$ cat src/rtl/instr_loader.sv
// Boot-time instruction memory loader: parses a framed byte stream, writes
// big-endian 32-bit words and holds the CPU in reset until a good checksum.
module instr_loader #(
    parameter int unsigned ADDR_W = 6,
    parameter int unsigned DEPTH  = 64
) (
    input  logic              clk,
    input  logic              rst_n,
    input  logic              start,
    input  logic [7:0]        byte_in,
    input  logic              byte_valid,
    output logic              byte_ready,
    output logic              wr_en,
    output logic [ADDR_W-1:0] wr_addr,
    output logic [31:0]       wr_data,
    output logic              cpu_hold,
    output logic              busy,
    output logic              done,
    output logic              chk_err
);

    localparam int unsigned TOT_W = ADDR_W + 1;

    typedef enum logic [2:0] {
        S_IDLE,
        S_HDR,
        S_COLLECT,
        S_WRITE,
        S_CHK,
        S_DONE
    } state_t;

    state_t              state_q, state_d;
    logic [1:0]          cnt_q, cnt_d;
    logic [ADDR_W-1:0]   addr_q, addr_d;
    logic [TOT_W-1:0]    total_q, total_d;
    logic [7:0]          xor_q, xor_d;
    logic [23:0]         asm_q, asm_d;
    logic                byte_ready_d, wr_en_d, cpu_hold_d, busy_d, done_d, chk_err_d;
    logic [ADDR_W-1:0]   wr_addr_d;
    logic [31:0]         wr_data_d;
    logic                xfer;
    logic                hdr_clip;
    logic                last_word;

    assign xfer      = byte_valid && byte_ready;
    // Header 0 or anything beyond the memory size loads the whole memory
    assign hdr_clip  = (byte_in == 8'd0) || (32'(byte_in) > DEPTH);
    assign last_word = ({1'b0, addr_q} == (total_q - TOT_W'(1)));

    // State and datapath registers
    always_ff @(posedge clk or negedge rst_n) begin
        if (!rst_n) begin
            state_q    <= S_IDLE;
            cnt_q      <= '0;
            addr_q     <= '0;
            total_q    <= '0;
            xor_q      <= '0;
            asm_q      <= '0;
            byte_ready <= 1'b0;
            wr_en      <= 1'b0;
            wr_addr    <= '0;
            wr_data    <= '0;
            cpu_hold   <= 1'b1;
            busy       <= 1'b0;
            done       <= 1'b0;
            chk_err    <= 1'b0;
        end else begin
            state_q    <= state_d;
            cnt_q      <= cnt_d;
            addr_q     <= addr_d;
            total_q    <= total_d;
            xor_q      <= xor_d;
            asm_q      <= asm_d;
            byte_ready <= byte_ready_d;
            wr_en      <= wr_en_d;
            wr_addr    <= wr_addr_d;
            wr_data    <= wr_data_d;
            cpu_hold   <= cpu_hold_d;
            busy       <= busy_d;
            done       <= done_d;
            chk_err    <= chk_err_d;
        end
    end

    // Next-state and next-output logic
    always_comb begin
        state_d    = state_q;
        cnt_d      = cnt_q;
        addr_d     = addr_q;
        total_d    = total_q;
        xor_d      = xor_q;
        asm_d      = asm_q;
        wr_en_d    = 1'b0;
        wr_addr_d  = wr_addr;
        wr_data_d  = wr_data;
        cpu_hold_d = cpu_hold;
        busy_d     = busy;
        done_d     = done;
        chk_err_d  = chk_err;

        case (state_q)
            S_IDLE, S_DONE: begin
                if (start) begin
                    state_d    = S_HDR;
                    busy_d     = 1'b1;
                    done_d     = 1'b0;
                    chk_err_d  = 1'b0;
                    cpu_hold_d = 1'b1;
                end
            end
            S_HDR: begin
                if (xfer) begin
                    total_d = hdr_clip ? TOT_W'(DEPTH) : TOT_W'(byte_in);
                    addr_d  = '0;
                    cnt_d   = '0;
                    xor_d   = '0;
                    state_d = S_COLLECT;
                end
            end
            S_COLLECT: begin
                if (xfer) begin
                    asm_d = {asm_q[15:0], byte_in};
                    xor_d = xor_q ^ byte_in;
                    cnt_d = cnt_q + 2'd1;
                    if (cnt_q == 2'd3) begin
                        state_d   = S_WRITE;
                        wr_en_d   = 1'b1;
                        wr_addr_d = addr_q;
                        wr_data_d = {asm_q, byte_in};
                    end
                end
            end
            S_WRITE: begin
                if (last_word) begin
                    state_d = S_CHK;
                end else begin
                    addr_d  = addr_q + ADDR_W'(1);
                    state_d = S_COLLECT;
                end
            end
            S_CHK: begin
                if (xfer) begin
                    chk_err_d  = (byte_in != xor_q);
                    cpu_hold_d = (byte_in != xor_q);
                    busy_d     = 1'b0;
                    done_d     = 1'b1;
                    state_d    = S_DONE;
                end
            end
            default: state_d = S_IDLE;
        endcase

        // Ready follows the state being entered, so it never depends on byte_valid
        byte_ready_d = (state_d == S_HDR) || (state_d == S_COLLECT) || (state_d == S_CHK);
    end

endmodule
$ cat config.mk
export PLATFORM = sky130hd
export DESIGN_NAME = instr_loader
export DESIGN_NICKNAME = d
export VERILOG_FILES = /design/src/rtl/instr_loader.sv
export SDC_FILE = /design/constraint.sdc
export NUM_CORES = 1
export LEC_CHECK = 0
export CORE_MARGIN = 5
export CORE_UTILIZATION = 57
export CTS_BUF_LIST = sky130_fd_sc_hd__clkbuf_4
export DETAILED_ROUTE_END_ITERATION = 8
export GPL_ROUTABILITY_DRIVEN = 1
export PLACE_DENSITY = 0.88
export REMOVE_ABC_BUFFERS = 1
export SLEW_MARGIN = 25
export SYNTH_ARGS = -nofsm -noshare
export SYNTH_HDL_FRONTEND = slang
export SYNTH_SLANG_ARGS = --single-unit
$ cat constraint.sdc
create_clock -name clk -period 2.2 [get_ports clk]
set_input_delay 0.44 -clock clk [delete_from_list [all_inputs] [get_ports clk]]
set_output_delay 0.44 -clock clk [all_outputs]
set_load 0.005 [all_outputs]
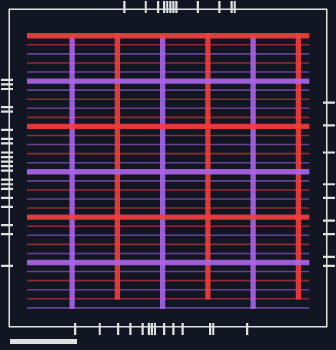
Figure 1: run 1, floorplan with the power grid.
Bar = 20 um. Pins as bars on the die edge.
- VSS: purple
- VDD: red
- rows: 30
- met4 straps: 6
- met5 straps: 6
- met1 rails: 31
- signal pins: 56
worst vdd ir: 0.000794 V
Die Ht: 94.8 um
CORE AREA: 6910 um2
Die X: 94.8 um

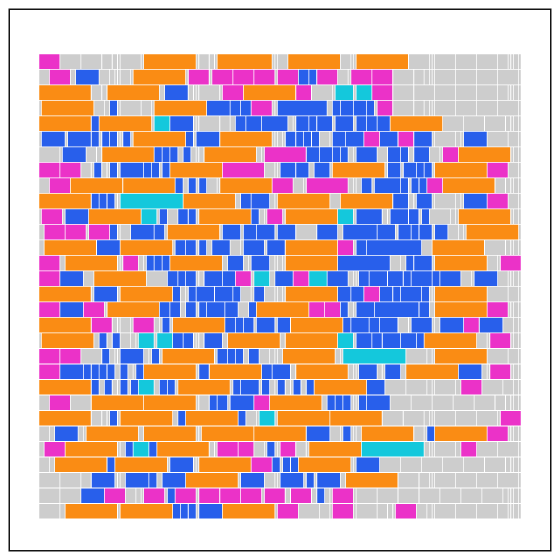
Figure 2: run 1, cells colored by class.
Fill, decap, tap and diode cells in gray.
- all other logic: blue (cells 260)
- clock drivers and dummy loads: cyan (cells 16)
- other buffers and delay cells: magenta (cells 77)
- flip-flops: orange (cells 94)
# rows: 30
Seq area share: 0.459
final cell utilization of the core: 0.743
design area: 5130 um2

==> notes.md, run 1 <==
flow finished, numbers: placed insts=~530, Clock buf/inv share=0.0371, Slew headroom=0.540, Post-CTS Setup Bufs=0, Flop area=2350 um2, Yosys top cell area share=0.568, # H-tree levels=3, Worst R2R End=addr_q[5]$_DFFE_PN0P_, DRC viols=0, final count of hold timing violations=0, total negative slack=0 ps, register area share after synthesis=0.575, final-layout fill cell count=464, cell with the most instances after synthesis=nand2_1, number of CTS-inserted buffers=9, number of port buffers=approximately 55, vias per cell=approximately 5.6, vias in the first global route=roughly 3.2k, Data buffer area share=0.147, Non-CTS buffers=approximately 77, flip-flops=roughly 94, switch share=0.341, final tally of setup violations=0, Crit. End Element=flop, first-pass GRT wire length=approximately 15 mm, non-filler cells, final=543, Achievable Freq=474 MHz, Synth area leaders=dfrtp_1 (57%), mux2_2 (10%), nand2_1 (8.6%), Final period util=0.959, Routed WL=between 8 and 9 mm, GRT busiest layer=met2, GRT met2 Usage=0.357, clock buffer depth=2, commonest cells in the netlist=nand2_1 (94), dfrtp_1 (93), mux2_2 (37), Gate power share=0.401, worst setup path startpoint=total_q[2]$_DFFE_PN0P_, Worst-path clk slew=~130 ps, yosys stat area=~4100 um2, CLK BUF=11, clock sinks=94, ys async rst share=1.00, worst-path fanout max=7, synth warn=0, TritonCTS clock tree=yes, worst r2r path cells=6, outcome=finished clean, hold endpoint=asm_q[16]$_DFFE_PN0P_, Top Layout Cells=nand2_1 (93), dfrtp_1 (93), clkdlybuf4s50_1 (54), min-delay src=asm_q[16]$_DFFE_PN0P_, Max Slew Vio Count=0, clock root cell=clkbuf_4, Seq pwr share=0.432, Initial Utilization=0.593, Lkg Pwr=~2.4 nW, I/O pins=56, P_sw=2.41 mW, pwr dens=between 1000 and 1500 nW/um2, cell type taking the most area=sequential cells, Slew @ Worst Pin=680 ps, RSZ-0062 raised after global routing=no, worst setup path category=reg -> reg, Resize count post-CTS=0, via count=~3.1k, reg2reg start=total_q[2]$_DFFE_PN0P_, Cell Type Count=48, antenna-violating nets left=0, initial drt markers=between 150 and 200, Post-layout nets=457, Avg Inst Size Synth=11.1 um2, internal power=about 4.6 mW, largest net degree at the start of global routing=around 42, First-pass DRT Iterations=4, GP Congestion=between 0.8 and 0.9, Final Critical Period=roughly 2100 ps, Die Size=between 8000 and 9000 um2, n_taps=around 96, drt wl/cell=between 15 and 20 um, Synth flops=around 94, Hold Path Class=reg -> reg, Hold Crit Depth=2, Synth Flop Type=dfrtp_1, Yosys Instances=~370, post-synthesis cell count=about 370, CP Data Required Time=between 2000 and 3000 ps, Comb/total area=0.330, GRT Total Usage=0.213
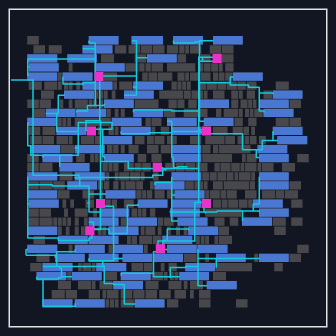
Figure 3: run 1, clock distribution.
- clock wires: cyan (length 1030 um)
- flip-flops: blue (count 94)
- cells driving clock nets: magenta (count 9)
- flops lie: all over the die
- routed clock nets: 10
clock share of power: 0.167
skew final: 17.2 ps
clk pwr: 1.18 mW
Latency at later pin: 430 ps

==> run 1: critical path, stage by stage, from the launching register on <==
cell      delay (ps)
dfrtp_1          480
nor3_4           290
a211oi_1         120
a31o_1           230
o31a_1           340
or4b_1           510
nand2_1           70
==> run 1: per-layer routing <==
metal,vias to the layer above,share of wire,routed length [um]
met5,-,0,0
met4,0,0.019,167
met3,18,0.043,377
met2,81,0.51,4440
met1,1553,0.43,3690
li1,1411,-,-
==> run 1: stage by stage <==
stage | hold slack, ps | cell area [um2] | setup WS, ps | total power, mW
detailed placement | 445 | 4890 | -106 | 5.79
finish | 496 | 5130 | 90.3 | 7.05
global placement | 444 | 4890 | -41.0 | 5.60
global route | 525 | 5130 | 0.260 | 7.52
CTS | 499 | 5090 | 54.3 | 6.98
floorplan | 144 | 4030 | -712 | 4.47
==> run 1: flip-flops by register name (all words and copies together), names as in the netlist <==
register    flops
addr_q          6
asm_q          24
busy            1
byte_ready      1
chk_err         1
cnt_q           2
cpu_hold        1
done            1
state_q         3
total_q         7
wr_addr         6
wr_data        32
wr_en           1
xor_q           8
==> run 1: power groups by stage <==
stage | clock, mW | sequential, mW | combinational [mW]
3_3_place_gp | 0 | 3.01 | 2.59
3_5_place_dp | 0 | 3.07 | 2.72
2_1_floorplan | 0 | 2.97 | 1.50
4_1_cts | 1.19 | 3.04 | 2.74
5_1_grt | 1.26 | 3.16 | 3.10
6_report | 1.18 | 3.05 | 2.83
==> run 1: logic make-up after synthesis <==
kind of cell,synth area share
and+or+nand+nor,0.167
AOI/OAI and AO/OA,0.0853
muxes,0.112
adders and majority gates,0.00917
xor gates and xnor gates,0.0321
buffers and inverters,0.0205
DFF,0.575
Figure 4. Metal layers overlaid (run 1).
Bar = 20 um. Only two layers are drawn.
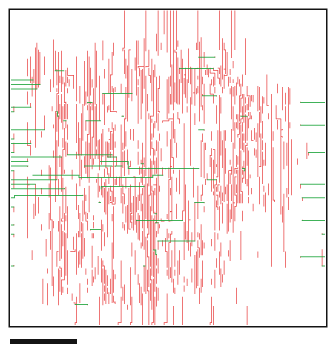

## Run 2: what changed since run 1
--- a/config.mk
+++ b/config.mk
@@ -5,12 +5,14 @@
 export SDC_FILE = /design/constraint.sdc
 export NUM_CORES = 1
 export LEC_CHECK = 0
-export CORE_MARGIN = 5
+export CORE_MARGIN = 8
 export CORE_UTILIZATION = 57
 export CTS_BUF_LIST = sky130_fd_sc_hd__clkbuf_4
+export CTS_CLUSTER_DIAMETER = 60
 export DETAILED_ROUTE_END_ITERATION = 8
 export GPL_ROUTABILITY_DRIVEN = 1
 export PLACE_DENSITY = 0.88
+export RECOVER_POWER = 100
 export REMOVE_ABC_BUFFERS = 1
 export SLEW_MARGIN = 25
 export SYNTH_ARGS = -nofsm -noshare
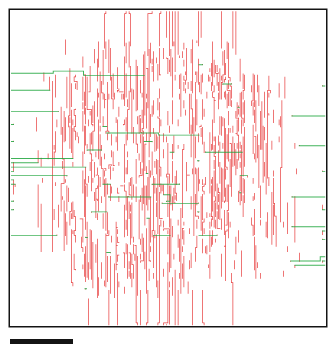
Figure 5: run 2, metal layers overlaid.
Bar = 20 um. Only two layers are drawn.
- met3: green (wire length 344 um)
- met2: red (wire length 4230 um)
via count: 2990
GRT Total Usage: 0.175
Routed WL: 8.50 mm

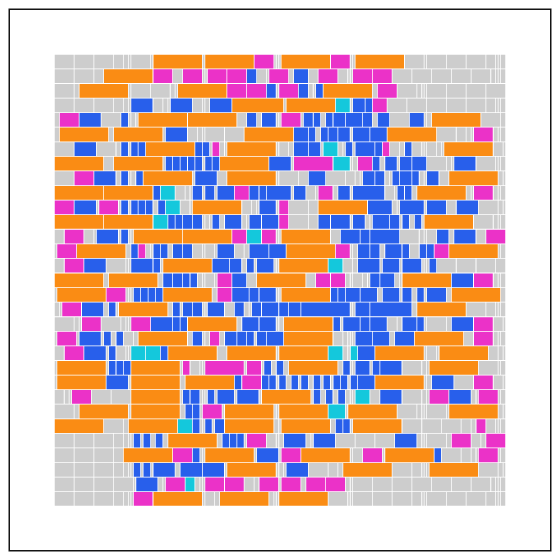
Figure 6: run 2, cells colored by class.
Fill, decap, tap and diode cells in gray.
- other buffers and delay cells: magenta (cells 78)
- clock drivers and dummy loads: cyan (cells 16)
- all other logic: blue (cells 260)
- flip-flops: orange (cells 94)
final cell utilization of the core: 0.706
Seq area share: 0.470
design area: 5010 um2

==> notes.md, run 2 <==
flow finished, numbers: outcome=finished clean, CP max stage delay=around 520 ps, cell with the most instances after synthesis=nand2_1, Cell Area, Placed=4910 um2, Top logic family=simple AND/OR/NAND/NOR gates, worst r2r path cells=6, Latency at later pin=430 ps, GRT met2 Usage=0.291, wl on met1=around 3.7 mm, dpl ws=-84.8 ps, DRC viols=0, Avg Inst Size Synth=11.1 um2, worst-path fanout max=7, Die Size=approximately 10000 um2, Achievable Freq=between 400 and 500 MHz, Worst R2R End=addr_q[5]$_DFFE_PN0P_, non-filler cells, final=~550, clock sinks=approximately 94, Die Ht=between 100 and 150 um, synth warn=0, GRT busiest layer=met2, Synth area leaders=dfrtp_1 (57%), mux2_2 (10%), nand2_1 (8.6%), largest net degree at the start of global routing=between 40 and 50, Max Slew Vio Count=0, Largest register FFs=32, yosys stat area=between 4000 and 5000 um2, Slew @ Worst Pin=around 1100 ps, Yosys Instances=approximately 370, Hold WS=between 400 and 500 ps, Final Critical Period=between 2000 and 2500 ps, WL met2=4.23 mm, Initial Utilization=0.577, post-synthesis cell count=about 370, Hold Path Class=reg -> reg, final tally of setup violations=0, vias per cell=between 5 and 6, Critical-path top delay cell=or4b_1, Worst path top cell family by delay=simple AND/OR/NAND/NOR gates, Hold Crit Depth=2, Adder Area Share=0.00917, Top Layout Cells=nand2_1 (93), dfrtp_1 (93), dlygate4sd3_1 (45), TritonCTS clock tree=yes, Post-layout nets=between 400 and 500, clock buffer depth=2, GP Congestion=between 0.8 and 0.9, First-pass DRT Iterations=4, reg2reg start=total_q[2]$_DFFE_PN0P_, Final period util=0.964, Largest Register=wr_data, Lkg Pwr=between 2 and 2.5 nW, crit-path cells=nor3_4 > a211oi_1 > a31o_1 > o31a_1 > or4b_1 > nand2_1, placed insts=approximately 530, final-layout fill cell count=513, worst setup path category=reg -> reg, Synth flops=94, antenna-violating nets left=0, wire length on met3=344 um, initial drt markers=about 160, mapped cell area=~4000 um2, # rows=31, Synth Flop Type=dfrtp_1, worst vdd ir=between 0.0008 and 0.0009 V, AND/OR/NAND/NOR Cells, Area Fraction=0.167, vias in the first global route=between 2k and 3k, min-delay src=asm_q[17]$_DFFE_PN0P_, CP Data Arrival Time=about 2500 ps, setup ws final=79.4 ps, I/O pins=between 50 and 60, # H-tree levels=3, Yosys top cell area share=0.568, top sig layer=met4, CORE AREA=7100 um2, worst path bufs/invs=0, Cell Type Count=between 40 and 50, commonest cells in the netlist=nand2_1 (94), dfrtp_1 (93), mux2_2 (37), clock root cell=clkbuf_4, aoi share=0.0853, pwr dens=approximately 1300 nW/um2, number of CTS-inserted buffers=9, first-pass GRT wire length=14.1 mm, Worst-path clk slew=140 ps, top flop regs=wr_data x32, asm_q x24, xor_q x8, skew final=between 15 and 20 ps, Crit. End Element=flop, final count of hold timing violations=0, Slew headroom=0.258, Mux area share=0.112, ys async rst share=1.00, CP Data Required Time=about 2600 ps, XOR/XNOR Area Share=0.0321, drt wl/cell=roughly 16 um
run 2: power breakdown:
part           internal [mW]  switching, mW  total [mW]  leakage (nW)
Combinational           1.43           1.18        2.62          1.11
Sequential              2.44          0.573        3.02          1.19
Clock                  0.232          0.590       0.822        0.0560
run 2: what timing repair did:
action,CTS,global route
setup buffers,0,1
endpoints found under the hold margin,27,0
setup endpoints to repair,0,6
hold buffers,1,0
gates resized,0,6
run 2: tightest hold or removal path: cells and delay by family (launching register included):
| kind | cells | cell delay (ps) |
|---|---|---|
| flip-flops | 1 | 370 |
| AND/OR/NAND/NOR | 2 | 100 |
run 2: cell type report:
| class | count | area, um2 | share of cell area |
|---|---|---|---|
| clock buffer | 9 | 67.6 | 0.0135 |
| tap | 99 | 124 | 0.0247 |
| timing repair buffer | 78 | 723 | 0.144 |
| multi-input combinational | 254 | 1670 | 0.333 |
| sequential | 94 | 2350 | 0.470 |
| clock inverter | 7 | 48.8 | 0.00974 |
| inverter | 6 | 22.5 | 0.00450 |
run 2: how the worst max path moves through the flow:
stage	end	depth (start not counted)	startpoint
after global routing	addr_q[0]$_DFFE_PN0P_	8	total_q[0]$_DFFE_PN0P_
after global placement	total_q[6]$_DFFE_PN0P_	6	byte_in[3]
after detailed placement	total_q[6]$_DFFE_PN0P_	6	byte_in[2]
after CTS	addr_q[4]$_DFFE_PN0P_	8	total_q[0]$_DFFE_PN0P_
after floorplan	wr_addr[0]$_DFFE_PN0P_	4	byte_valid
final	addr_q[5]$_DFFE_PN0P_	6	total_q[2]$_DFFE_PN0P_
run 2: through the flow:
step	power (mW)	util
floorplan	4.47	-
global placement	5.62	0.692
detailed placement	5.81	0.692
CTS	6.64	0.710
global route	6.92	0.706
finish	6.45	0.706
Power figures rest on the tool's default switching activity, not on a simulated workload.
